===== src/rtl/pd_stream.sv =====
// Streaming divisibility / primality checker: bit-serial mod-DIVISOR scan, then optional trial division.
// Define PD_PRIME_EN to compile in the primality engine; otherwise out_prime is tied to 0.
module pd_stream #(
    parameter int WIDTH   = 8,
    parameter int DIVISOR = 3
) (
    input  logic             clk,
    input  logic             rst_n,
    input  logic             in_valid,
    output logic             in_ready,
    input  logic [WIDTH-1:0] in_data,
    output logic             out_valid,
    input  logic             out_ready,
    output logic [WIDTH-1:0] out_data,
    output logic             out_div,
    output logic             out_prime,
    output logic             busy
);
    localparam int RW = $clog2(DIVISOR);
    localparam int CW = $clog2(WIDTH + 1);
    localparam logic [RW:0] DIV_C = (RW + 1)'(DIVISOR);

    typedef enum logic [2:0] {
        IDLE,
        DIV_SCAN,
`ifdef PD_PRIME_EN
        PRIME_CHK,
        TRIAL_CMP,
        TRIAL_DIV,
`endif
        DONE
    } state_t;

    state_t           state_q, state_d;
    logic [WIDTH-1:0] val_q, val_d;
    logic [WIDTH-1:0] sh_q, sh_d;
    logic [CW-1:0]    cnt_q, cnt_d;
    logic [RW-1:0]    r_q, r_d;
    logic [WIDTH-1:0] out_data_q, out_data_d;
    logic             out_div_q, out_div_d;
    logic [RW:0]      r_nx;
    logic             fin;
    logic             fin_div;
    logic             fin_prime;
    logic             last_bit;

`ifdef PD_PRIME_EN
    logic [WIDTH-1:0] d_q, d_d;
    logic [WIDTH-1:0] trem_q, trem_d;
    logic             div_flag_q, div_flag_d;
    logic             out_prime_q, out_prime_d;
    logic [WIDTH+1:0] d_ext;
    logic [WIDTH+1:0] sq;
    logic [WIDTH:0]   t_nx;
`endif

    always_comb begin
        state_d    = state_q;
        val_d      = val_q;
        sh_d       = sh_q;
        cnt_d      = cnt_q;
        r_d        = r_q;
        out_data_d = out_data_q;
        out_div_d  = out_div_q;
        fin        = 1'b0;
        fin_div    = 1'b0;
        fin_prime  = 1'b0;
        last_bit   = (cnt_q == CW'(WIDTH - 1));

        // one step of r = (2r + bit) mod DIVISOR; 2r+bit < 2*DIVISOR so one subtract suffices
        r_nx = {r_q, sh_q[WIDTH-1]};
        if (r_nx >= DIV_C) r_nx = r_nx - DIV_C;

`ifdef PD_PRIME_EN
        d_d         = d_q;
        trem_d      = trem_q;
        div_flag_d  = div_flag_q;
        out_prime_d = out_prime_q;
        d_ext       = {2'b00, d_q};
        sq          = d_ext * d_ext;
        t_nx        = {trem_q, sh_q[WIDTH-1]};
        if (t_nx >= {1'b0, d_q}) t_nx = t_nx - {1'b0, d_q};
`endif

        case (state_q)
            IDLE: begin
                if (in_valid) begin
                    val_d   = in_data;
                    sh_d    = in_data;
                    cnt_d   = '0;
                    r_d     = '0;
                    state_d = DIV_SCAN;
                end
            end
            DIV_SCAN: begin
                sh_d  = sh_q << 1;
                r_d   = r_nx[RW-1:0];
                cnt_d = cnt_q + CW'(1);
                if (last_bit) begin
`ifdef PD_PRIME_EN
                    div_flag_d = (r_nx == '0);
                    state_d    = PRIME_CHK;
`else
                    fin     = 1'b1;
                    fin_div = (r_nx == '0);
`endif
                end
            end
`ifdef PD_PRIME_EN
            PRIME_CHK: begin
                fin_div = div_flag_q;
                if (val_q < WIDTH'(2)) begin
                    fin = 1'b1;
                end else if (val_q == WIDTH'(2) || val_q == WIDTH'(3)) begin
                    fin       = 1'b1;
                    fin_prime = 1'b1;
                end else if (!val_q[0]) begin
                    fin = 1'b1;
                end else begin
                    d_d     = WIDTH'(3);
                    state_d = TRIAL_CMP;
                end
            end
            TRIAL_CMP: begin
                fin_div = div_flag_q;
                if (sq > {2'b00, val_q}) begin
                    fin       = 1'b1;
                    fin_prime = 1'b1;
                end else begin
                    sh_d    = val_q;
                    trem_d  = '0;
                    cnt_d   = '0;
                    state_d = TRIAL_DIV;
                end
            end
            TRIAL_DIV: begin
                fin_div = div_flag_q;
                sh_d    = sh_q << 1;
                trem_d  = t_nx[WIDTH-1:0];
                cnt_d   = cnt_q + CW'(1);
                if (last_bit) begin
                    if (t_nx == '0) begin
                        fin = 1'b1;
                    end else begin
                        d_d     = d_q + WIDTH'(2);
                        state_d = TRIAL_CMP;
                    end
                end
            end
`endif
            DONE: begin
                if (out_ready) state_d = IDLE;
            end
            default: state_d = IDLE;
        endcase

        // results are only published on DONE entry so outputs hold between operations
        if (fin) begin
            out_data_d = val_q;
            out_div_d  = fin_div;
`ifdef PD_PRIME_EN
            out_prime_d = fin_prime;
`endif
            state_d = DONE;
        end
    end

    always_ff @(posedge clk or negedge rst_n) begin
        if (!rst_n) begin
            state_q    <= IDLE;
            val_q      <= '0;
            sh_q       <= '0;
            cnt_q      <= '0;
            r_q        <= '0;
            out_data_q <= '0;
            out_div_q  <= 1'b0;
        end else begin
            state_q    <= state_d;
            val_q      <= val_d;
            sh_q       <= sh_d;
            cnt_q      <= cnt_d;
            r_q        <= r_d;
            out_data_q <= out_data_d;
            out_div_q  <= out_div_d;
        end
    end

`ifdef PD_PRIME_EN
    always_ff @(posedge clk or negedge rst_n) begin
        if (!rst_n) begin
            d_q         <= '0;
            trem_q      <= '0;
            div_flag_q  <= 1'b0;
            out_prime_q <= 1'b0;
        end else begin
            d_q         <= d_d;
            trem_q      <= trem_d;
            div_flag_q  <= div_flag_d;
            out_prime_q <= out_prime_d;
        end
    end
    assign out_prime = out_prime_q;
`else
    assign out_prime = 1'b0;
`endif

    assign in_ready  = (state_q == IDLE);
    assign busy      = (state_q != IDLE);
    assign out_valid = (state_q == DONE);
    assign out_data  = out_data_q;
    assign out_div   = out_div_q;

endmodule


===== config.mk =====
export PLATFORM = sky130hd
export DESIGN_NAME = pd_stream
export DESIGN_NICKNAME = d
export VERILOG_FILES = /design/src/rtl/pd_stream.sv
export SDC_FILE = /design/constraint.sdc
export NUM_CORES = 1
export LEC_CHECK = 0
export CORE_MARGIN = 8
export CORE_UTILIZATION = 54
export CTS_BUF_LIST = sky130_fd_sc_hd__clkbuf_2
export CTS_CLUSTER_DIAMETER = 150
export DETAILED_ROUTE_END_ITERATION = 10
export GPL_ROUTABILITY_DRIVEN = 0
export PLACE_DENSITY = 0.85
export SYNTH_ARGS = -nofsm -noshare
export SYNTH_HDL_FRONTEND = slang
export SYNTH_SLANG_ARGS = --single-unit

===== constraint.sdc =====
create_clock -name clk -period 1.95 [get_ports clk]
set_input_delay 0.39 -clock clk [delete_from_list [all_inputs] [get_ports clk]]
set_output_delay 0.39 -clock clk [all_outputs]
set_load 0.03 [all_outputs]

**Run 1: PDN straps and rails**

(6 px per um) Pins as bars on the die edge. Tap cells in grey.
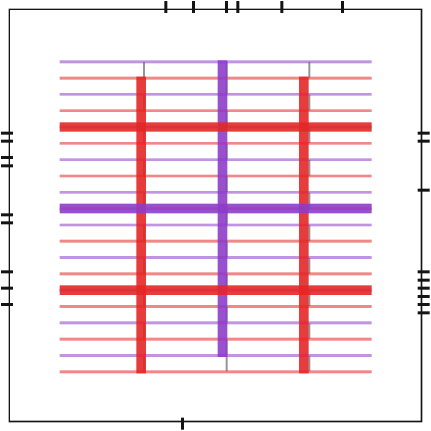
purple -> VDD
red -> VSS
rows = 19
signal pins = 25
met4 straps = 3
tap cells = 31
met1 rails = 20

**Run 1: cells coloured by class**

(6 px per um) Fill, decap, tap and diode cells in grey.
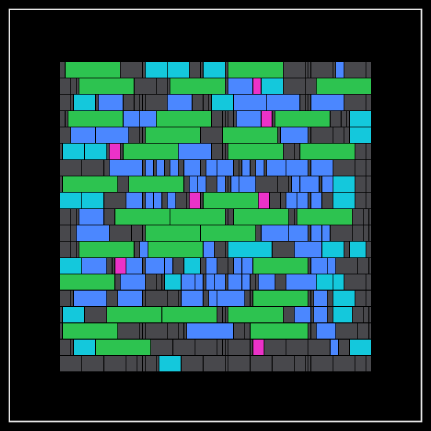
magenta -> clock drivers and dummy loads  # cells 7
blue -> all other logic  # cells 79
green -> flip-flops  # cells 33
cyan -> other buffers and delay cells  # cells 28

**Run 1: clock distribution**

(6 px per um)
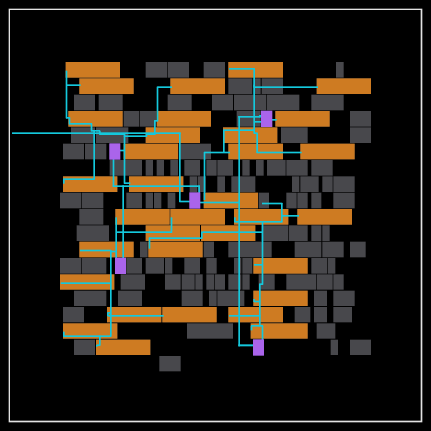
cyan -> clock wires  # length 395 um
purple -> cells driving clock nets  # count 5
orange -> flip-flops  # count 33
routed clock nets = 6

==> notes.md, run 1 <==
The implementation run finished. There are 33 flip-flops and latches. For met2 alone, demand over resource in global routing was 0.211.

In the routed layout, each cell is associated on average with a via count of 5.44. The core region is 0.00269 mm2. In the final layout, the fill cell count is 207. Setup slack of the most critical reg-to-reg path landed at 0.19 ns. The wire-length estimate of the detail-placed layout is 2000 um. Number of antenna diodes landed at 0. The worst setup path is captured at an output pin. Nets still carrying antenna violations after routing amount to 0.

Number of design-rule violations left by the first detailed-router iteration landed at 63. Once the clock tree was built, the setup fixing pass inserted 0 buffers. Critical path data arrival time landed at 1.46 ns. Per the cell usage report, the commonest logic cell in the layout is sky130_fd_sc_hd__dfrtp_1.

Fraction of area in non-clock buffers landed at 0.153. For the worst reg-to-reg path, the startpoint reported by OpenROAD is sh_q[7]. Count of endpoints failing hold in the final timing report landed at 0. In this run the worst hold path is classified as primary input to asynchronous set/reset pin.

After synthesis, the largest family of logic cells by area is multiplexers. After detailed routing, the met2 layer carries 1280 um of wire. The global routing stage identified its most utilized layer as met2. Area fraction in compound gates after synthesis landed at 0.0960. Starting density of the core landed at 0.553. Of the total synthesized cell area, the portion taken by XOR and XNOR cells is 0. Warnings raised by the tools during the run amount to 26. Fmax landed at 0.540 GHz. Worst hold margin landed at 0.409 ns. Chip area in the Yosys report landed at 0.00149 mm2. After layout, the inverter instance count without clock inverters stands at 5. The pre-CTS setup check shows a worst slack of 0.118 ns.

Count of unresolved DRC violations after routing landed at 0. Share of synthesized cell area in full adder, half adder and majority cells landed at 0.0253. Yosys mapped the design onto 31 distinct sky130hd cell types. Looking at the area split, the leading class of cells is registers. The flow ran to the end, and the final reports show no timing, DRC or antenna violations.

For this run, the register share of the synthesized area comes to 0.556. By count the netlist is led by 33 x sky130_fd_sc_hd__dfrtp_1, 17 x sky130_fd_sc_hd__nand2_1, 9 x sky130_fd_sc_hd__mux2_2. Number of standard cells reported by yosys landed at 118. Data required time of the critical path landed at 1.56 ns. The routed design could run at a clock period as short as 1.85 ns. Flip-flop and latch share of the layout cell area landed at 0.461. Vias after detailed routing landed at 968.

During I/O placement, the number of pins put on the boundary was 25. The layout report lists the clock-cell share of area as 0.0188. Synthesis produced 118 cells. Remaining global-route overflow landed at 0. For reference, the post-synthesis area per instance comes to 12.6 um2. Remaining max-slew budget at the tightest pin landed at 0.436. Depth of the worst register-to-register path landed at 5.

On the reported timing paths, the clock transition at the registers reads 0.15 ns.
## run 1: flip-flops by register name (all words and copies together) (netlist names)
register and flops:
state_q 2, r_q 2, cnt_q 4, out_div 1, out_data 8, val_q 8
sh_q 8
## run 1: worst max-delay path by stage
stage	slack, ns	from	to
6_report	0.1	state_q[0]	out_valid
5_1_grt	0.005	state_q[1]	busy
4_1_cts	0.002	state_q[1]	in_ready
3_5_place_dp	0.12	in_valid	cnt_q[2]
3_3_place_gp	0.16	state_q[1]	in_ready
2_1_floorplan	0.34	sh_q[7]	out_div
## run 1: worst max-delay path, cell delays in order (launching register included)
cell	delay, ns
sky130_fd_sc_hd__dfrtp_1	0.40
sky130_fd_sc_hd__buf_4	0.16
sky130_fd_sc_hd__nor2b_1	0.13
sky130_fd_sc_hd__dlygate4sd2_1	0.42
**Run 1: track usage over the die**

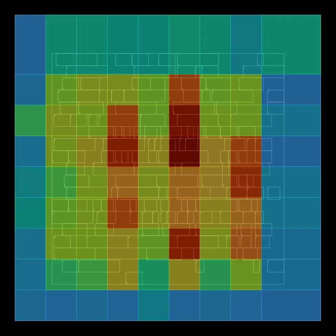

## Run 2: what changed since run 1
- CELL_PAD_IN_SITES_DETAIL_PLACEMENT: not set -> 1
- CELL_PAD_IN_SITES_GLOBAL_PLACEMENT: not set -> 2
- CORE_UTILIZATION: 54 -> 36
- PLACE_DENSITY: 0.85 -> 0.84
**Run 2: track usage over the die**

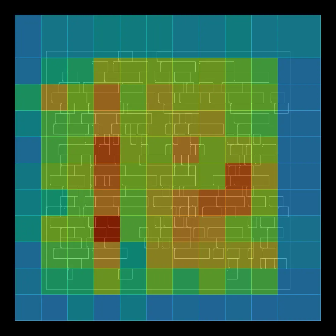
busiest grt layer: met2
GRT met3 Usage: 0.0424
post-DR wirelength/cell: 16.1 um
met1 demand-to-capacity share in global routing: 0.122
final core area utilization: 0.456

==> notes.md, run 2 <==
The implementation run finished. The area fraction of clock buffers and clock inverters is 0.0219 (+0.00310). The via density per instance is 5.05 (-7.1%). Total stage count of the critical path landed at 2 (-1). Flip-flop and latch share of the layout cell area landed at 0.453 (-0.00790). The run finished with clean final reports. Count of endpoints failing hold in the final timing report landed at 0 (unchanged).

Per STA, the worst path accumulates the most delay in the family flip-flops. The number of standard cells reported by yosys was 118 (unchanged). Post-route antenna net violation count landed at 0 (unchanged).

The area fraction in compound gates after synthesis was 0.0960 (unchanged). Clock period minus worst slack landed at 1.87 ns (+0.0195 ns). Depth of the worst register-to-register path landed at 5 (unchanged). The worst register-to-register path begins at sh_q[7]. STA classifies the critical path endpoint as an output pin. For reference, the critical path cell chain is or2_2 -> dlygate4sd2_1.

The number of non-clock inverters is 5 (unchanged). The chip area in the Yosys report is 0.00149 mm2 (unchanged). The share of synthesized cell area in full adder, half adder and majority cells was 0.0253 (unchanged). The setup slack of the most critical reg-to-reg path was 0.20 ns (about the same). The remaining global-route overflow came to 0 (unchanged). Part of the Yosys area used for sequential elements landed at 0.556 (unchanged). The fraction of area in non-clock buffers was 0.151 (-0.00193). Share of the synthesized netlist area taken by xor and xnor gates landed at 0 (unchanged). The delay of the slowest cell on the worst path is 0.47 ns (+0.05 ns). The number of design-rule violations left by the first detailed-router iteration was 29 (-54%). The synthesized instance count is 118 (unchanged). Count of sequential standard cells landed at 33 (unchanged). The library cell used most frequently in the layout, excluding fill and tap cells, is sky130_fd_sc_hd__dfrtp_1.

The placed wire-length estimate after detailed placement is 2300 um (+15%). The synthesized area per cell was 12.6 um2 (unchanged). Vias after detailed routing landed at 1,000 (+3.3%). The critical path data arrival time was 1.48 ns (+0.02 ns). Number of inserted filler cells in the final layout landed at 429 (+110%). The core box area was 0.00400 mm2 (+49%). OpenSTA lists the critical path endpoint as busy. Tracing the worst setup path back leads to its startpoint at state_q[1]. Count of cell types in the netlist landed at 31 (unchanged). The biggest slice of the area belongs to registers.

The timing report shows that the slowest cell on the worst path is sky130_fd_sc_hd__dfrtp_2. The number of antenna diodes came to 0 (unchanged). The fmax is 0.534 GHz (-1.0%). The starting density of the core was 0.372 (-0.182). Data required time of the critical path landed at 1.56 ns (about the same). Remaining max-slew budget at the tightest pin landed at 0.416 (-0.0203). The total buffers and inverters traversed by the critical path is 1 (-1).

Number of primary I/O pins landed at 25 (unchanged). The worst hold path belongs to the class primary input to asynchronous set/reset pin.
-- run 2: cell counts after synthesis --
No cell type changed its count.
-- run 2: per-layer routing --
layer	global-route usage	up-vias	wire [um]
met4	0.0436	0	22
li1	-	468	-
met5	0	-	0
met2	0.180	27	1580
met3	0.0424	3	226
met1	0.122	502	1360
-- run 2: stage by stage --
stage	std cells	area, um2	setup WS (ns)	setup TNS, ns	hold slack [ns]
4_1_cts	198	1830	0.0178	0	0.406
3_5_place_dp	190	1790	-0.000702	-0.000702	0.466
3_3_place_gp	190	1790	0.136	0	0.455
6_report	198	1830	0.0780	0	0.411
5_1_grt	198	1830	0.0000937	0	0.420
2_1_floorplan	118	1490	0.338	0	0.0944
-- run 2: timing repair --
action                                  4_1_cts  5_1_grt
gates cloned                                  0        0
endpoints found under the setup margin        3        3
resized                                       5        3
**Run 2: wiring by layer**

(6 px per um)
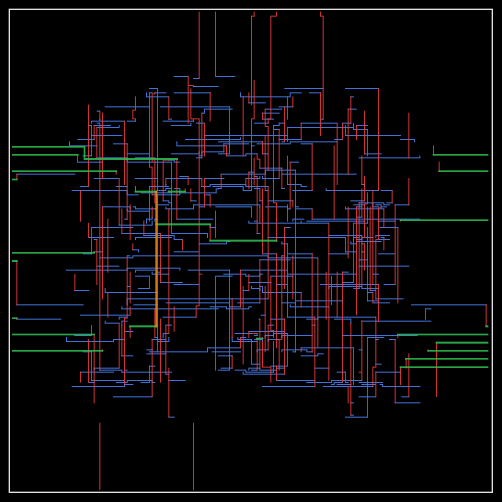

## Run 3: what changed since run 2
--- a/constraint.sdc
+++ b/constraint.sdc
@@ -3,2 +3,2 @@
 set_output_delay 0.39 -clock clk [all_outputs]
-set_load 0.03 [all_outputs]
+set_load 0.1 [all_outputs]
**Run 3: wiring by layer**

(6 px per um)
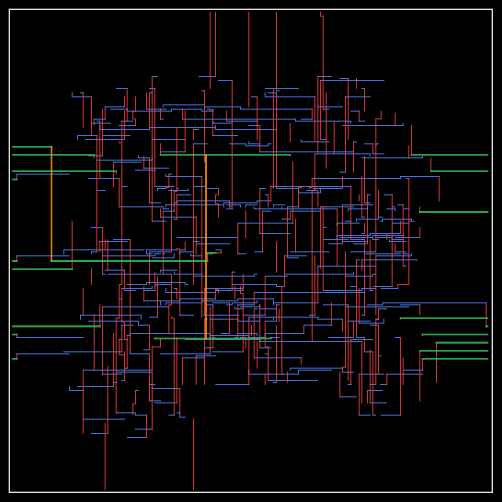
blue -> met1  # wire length 1,350 um
red -> met2  # wire length 1,480 um
green -> met3  # wire length 222 um
orange -> met4  # wire length 49.6 um

==> notes.md, run 3 <==
The implementation run finished. STA lists the startpoint of the worst register-to-register path as sh_q[7]. Fraction of area in non-clock buffers landed at 0.155 (+0.00448). The number of antenna violations at the first check in global routing is 0. The share of synthesized cell area in full adder, half adder and majority cells came to 0.0253 (unchanged). Met1 global-route usage landed at 0.125 (+0.00236). Total buffers and inverters traversed by the critical path landed at 2 (+1). The remaining max-slew budget at the tightest pin was 0.393 (-0.0228).

Data required time of the critical path landed at 1.56 ns (about the same). The most critical min-delay path falls under primary input to asynchronous set/reset pin. The via density per instance was 5.00 (-1.0%). Area fraction of clock buffers and clock inverters landed at 0.0474 (+0.0254).

The number of inserted filler cells in the final layout came to 434 (+1.2%). The synthesized area per cell is 12.6 um2 (unchanged). Critical path data arrival time landed at 1.48 ns (about the same). The met2 wire length was 1480 um (-6.3%). The post-route antenna net violation count was 0 (unchanged). The part of the Yosys area used for sequential elements came to 0.556 (unchanged). The wire length per cell after detailed routing came to 15.6 um (-3.0%). The count of sequential standard cells came to 33 (unchanged). Routed length on met1 landed at 1350 um (-0.22%).

Setup slack of the most critical reg-to-reg path landed at 0.20 ns (about the same). The met2 usage in global routing is 0.171 (-0.00970). The length of routed met3 wiring is 222 um (-1.8%). Starting density of the core landed at 0.372 (unchanged).

Per STA, the endpoint of the critical path is in_ready. The count of cell types in the netlist came to 31 (unchanged). Among all cell classes, the greatest summed area belongs to registers.

Number of nets in the finished design landed at 163. The flow ran to the end, and the final reports show no timing, DRC or antenna violations. Per the cell usage report, the commonest logic cell in the layout is sky130_fd_sc_hd__dfrtp_1. For reference, the critical path is launched at state_q[0]. The cell area reported after detailed placement was 0.00180 mm2 (+0.35%). The remaining global-route overflow is 0 (unchanged).

The first global-routing pass estimated 5390 um of wire. Synthesized instance count landed at 118 (unchanged). Listed in order, past its start point the critical path passes or2_2 -> clkinvlp_4 -> buf_12.

Global-route met3 utilization landed at 0.0480 (+0.00558). The timing report attributes the biggest portion of critical-path delay to flip-flops. The core box area is 0.00400 mm2 (unchanged). The count of endpoints failing hold in the final timing report came to 0 (unchanged).

Global routing put the most usage on met2. Chip area in the Yosys report landed at 0.00149 mm2 (unchanged). The delay of the slowest cell on the worst path was 0.49 ns (+0.02 ns).

TritonCTS built the clock tree. Number of design-rule violations left by the first detailed-router iteration landed at 10 (-66%). The number of non-clock inverters is 5 (unchanged). The post-layout instance area came to 0.00190 mm2 (+4.2%).

Vias after detailed routing landed at 995 (-0.50%). Number of standard cells reported by yosys landed at 118 (unchanged). At the pin with the least slew margin, the transition time is 0.909 ns. Per the STA report, the cell with the highest stage delay on the worst path is sky130_fd_sc_hd__dfrtp_2. Total stage count of the critical path landed at 3 (+1). Worst hold margin landed at 0.400 ns (-0.0102 ns). Clock period minus worst slack landed at 1.87 ns (+0.00118 ns).

The end-of-flow core utilization is 0.475 (+0.0191). Number of primary I/O pins landed at 25 (unchanged). Share of the synthesized netlist area taken by xor and xnor gates landed at 0 (unchanged). STA classifies the critical path endpoint as an output pin.

Flip-flop and latch share of the layout cell area landed at 0.435 (-0.0182). In the finished design, the share of the clock period the worst path needs comes to 0.961. Area fraction in compound gates after synthesis landed at 0.0960 (unchanged). Height of the chip landed at 80.3 um. In the post-route report, total wirelength is listed as 3110 um. Area added between synthesis and finish landed at 27.9%. Number of antenna diodes landed at 0 (unchanged). Depth of the worst register-to-register path landed at 5 (unchanged). In this run the top signal layer used is met4.
run 3: cell count changes in the layout (fill, tap and decap cells not counted), sizes merged, moves of 2 or more:
cell	before	now
clkdlybuf4s50	20	11
buf	5	18
clkbuf	9	5
bufinv	0	2
run 3: per-stage QoR:
stage	std cells	setup WS (ns)	TNS [ns]
global route	199	-0.00643	-0.00643
detailed placement	189	0.0362	0
floorplan	118	0.0118	0
global placement	189	0.132	0
finish	199	0.0768	0
CTS	197	0.00826	0
run 3: timing repair:
action	4_1_cts	5_1_grt
endpoints found under the setup margin	0	1
buffers inserted	0	2
resized	0	1
hold buffers	0	0
